Figure 1. Routed metal per tile.
9 x 9 tiles, from dark purple (low) to yellow (high), scaled to the fullest tile. Values are wire area over tile area, all layers added.
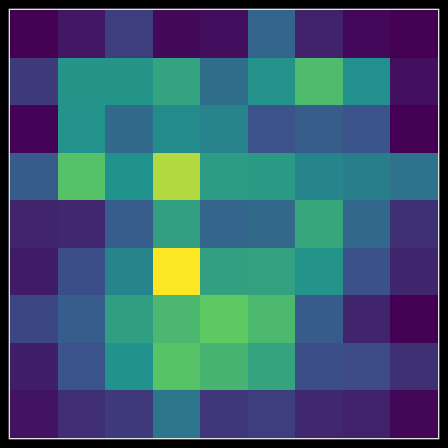
Figure 2. Metal layers overlaid.
Two of the layers only.
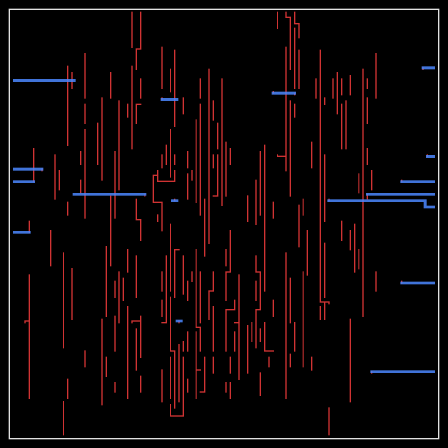
Figure 3. Sequential cells grouped by signal name.
The bar under the picture is 10 um long. Other sequential cells in the stronger gray, the rest of the logic in the fainter gray.
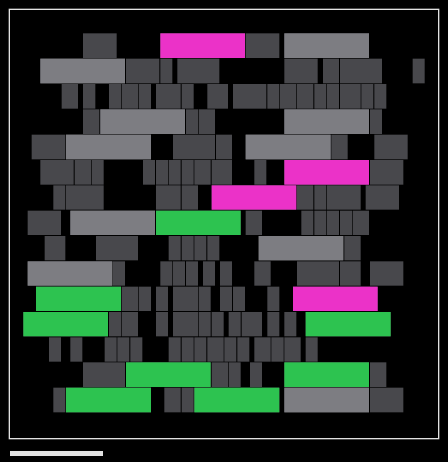
Figure 4. The clock network.
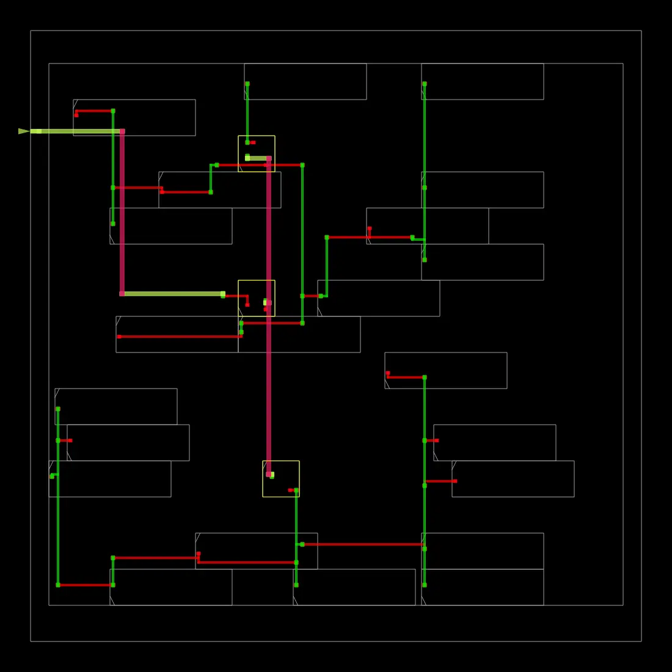
Design led_pwm_driver, sky130hd; sources not shown.
==> ci_impl_report.md <==
### Flow metrics

| Metric | Value |
|---|---|
| NumNets Final | `161` |
| Clock-cell share | `1.81%` |
| Post-Syn Area | `1060 sq um` |
| Layout cells sized above 1 | `5.63%` |
| Die Area | `2120 sq um` |
| First-pass GRT wire length | `3010 um` |
| Post-CTS setup buffers | `0` |
| RSZ-0062 raised after global routing | `no` |
| Flip-flops | `22` |
| Yosys Instances | `126` |
| Syn Area/Cell | `8.45 sq um` |
| Worst Tran Pin Value | `0.549 ns` |
| Async S/R FF share, synth | `100%` |
| Inverters | `16` |
| Most numerous logic cells after layout | `31 x nand2_1, 22 x dfrtp_1, 15 x inv_1, 15 x nor2_1, 14 x clkdlybuf4s50_1` |
| Comb. cell area | `432 sq um` |
| Cycle use final | `49.6%` |
| Worst setup SP type | `flop` |
| WP depth | `1` |
| Buf/Inv on CP | `1` |
| Sequential share of power | `61.2%` |
| Final hold slack | `0.173 ns` |
| Height of the die | `46 um` |
| Via density per instance | `4.93` |
| CTS sink count | `22` |
| Min Tclk post-route | `1.78 ns` |
| Clock power frac | `24.0%` |
| Final Max Slew Viols | `0` |
| Setup CP Type | `flop to primary output` |
| Htree depth | `1` |
| Busiest grt layer | `met1` |
| Number of I/O port buffers | `15` |
| Placed insts | `164` |
| Yosys xor share | `0%` |
| Nonclk buf count | `15` |
| Most numerous logic cell after layout | `nand2_1` |
| Root buf cell | `clkbuf_4` |
| PwrDens | `357 nW/um^2` |
| Peak supply drop | `0.223 mV` |
| Count of tool warnings | `27` |
| Most common cell in the synthesized netlist | `nand2_1` |
| Placed Area | `1220 sq um` |
| CTS tree | `built` |
| Yosys warnings | `6` |
| Final Cell Area | `1240 sq um` |
| Detailed Route Iter0 Violations | `20` |
| Data buffer area share | `11.7%` |
| CP required | `3.06 ns` |
| Basic Gates by Area | `22.1%` |
| Clock transition at path regs | `0.11 ns` |
| Number of enable flip-flop cells | `0` |
| DP HPWL | `1310 um` |
| Met2 Use GR | `29.3%` |
| Largest cell class | `sequential cells` |
| Met3 wire length | `59 um` |
| Cell Chain, Critical Path | `clkdlybuf4s50_1` |
| Status | `finished clean` |
| Number of diodes | `0` |
| Largest cells by area | `dfrtp_1 52%, nand2_1 11%, ha_1 7.1%` |
| Lkg Pwr | `0.578 nW` |
| GRT met1 Usage | `29.7%` |
| Largest net degree at the start of global routing | `23` |
| Floorplan utilization | `60.4%` |
| Fa+ha+maj area frac | `7.05%` |
| Layout area overhead | `16.6%` |
| Core area | `1760 sq um` |
| Worst Reg-to-Reg Cells | `6` |
| Met3 Track Usage GR | `2.78%` |
| Cell taking the most area after synthesis | `dfrtp_1` |
| Max-cap violations | `0` |
| Well Taps | `25` |
| Top Consumer | `sequential cells` |
| Area reported by Yosys stat | `1060 sq um` |
| CP max stage cell | `clkdlybuf4s50_1` |
| Total gr overflow | `0` |
| Layout Cells excl Fill | `167` |
| Fmax | `561 MHz` |
| Slowest stage delay, CP | `0.59 ns` |
| WL met1 | `841 um` |
| Combinational power | `0.0658 mW` |
| Synth Register Bits | `22` |
| Routed Antenna Nets | `0` |
| Logic pwr share | `14.8%` |
| Internal power | `0.333 mW` |
| Clock Tree Buf Depth | `2` |
| Total power | `0.444 mW` |
| Placer congestion estimate | `0.780` |
| Slew HR | `63.2%` |
| Met2 Wirelength | `778 um` |
| P_sw | `0.111 mW` |
| Main flop type | `dfrtp_1` |
| Cell Type Count | `19` |
| Vias in the first global route | `729` |
| Residual DRC | `0` |
| Sequential cell area fraction in the yosys report | `51.7%` |
| Die Wd | `46 um` |
| TritonCTS Buffers | `3` |
| Crit path max-delay family | `buffers and inverters` |
| Compound Share, Synth | `10.7%` |
| Filler Cells Inserted | `153` |
| Dpl ws | `1.72 ns` |
| Post-CTS sizing | `0` |
| Setup tns final | `0 ns` |
| Top-area cell share | `51.7%` |
| Worst hold path class | `input port to asynchronous set/reset pin` |
| Comb area share | `34.8%` |
| Final setup viols | `0` |
| Initial antenna violation count | `0` |
| Synth Instances | `126` |
| Final WS setup | `1.82 ns` |
| CTS Hold Bufs | `0` |
| Multiplexer share | `0%` |
| Sw Share | `25.0%` |
| First drt pass iteration count | `4` |
| Main logic family | `simple AND/OR/NAND/NOR gates` |
| Synth cell count leaders | `31 x nand2_1, 22 x dfrtp_1, 15 x inv_1, 15 x nor2_1, 12 x o21ai_0` |
| Final Hold Violation Tally | `0` |
| CP Max Fanout | `1` |
| Max Used Layer | `met4` |
| Worst Path Arrival | `1.24 ns` |
| MI comb cells | `86` |
| Rows | `15` |
| FF-to-FF setup slack | `1.92 ns` |
| Crit path capture type | `primary output` |
| # IOs | `18` |
Back to the opening pictures, Figure 1:
fullest tile: 0.39
nearly empty tiles: 7.4%
tiles over half the peak: 30%
densest ninth of the die: center
mean over tiles: 0.13
emptiest ninth of the die: lower right
Routed Wire Length: 1720 um
total global-route track usage: 20.4%

Back to the opening pictures, Figure 2:
| color | layer | wire length |
|---|---|---|
| red | M2 | 779 um |
| blue | M3 | 59.6 um |
Via Count: 823
average routed wire per standard cell: 10.3 um

Back to the opening pictures, Figure 3:
| color | netlist name | sequential cells |
|---|---|---|
| green | u_counter/o_count | 8 |
| magenta | out_leds | 4 |
final core utilization: 70.4%
Seq area share: 44.4%
FF/Latch Area: 551 sq um
power in sequential cells: 0.271 mW

Back to the opening pictures, Figure 4:
Clk. pwr: 0.106 mW
clock skew: 0.00754 ns
CLK BUF: 3
worst skew pair latency: 0.30 ns

Power figures rest on the tool's default switching activity, not on a simulated workload.
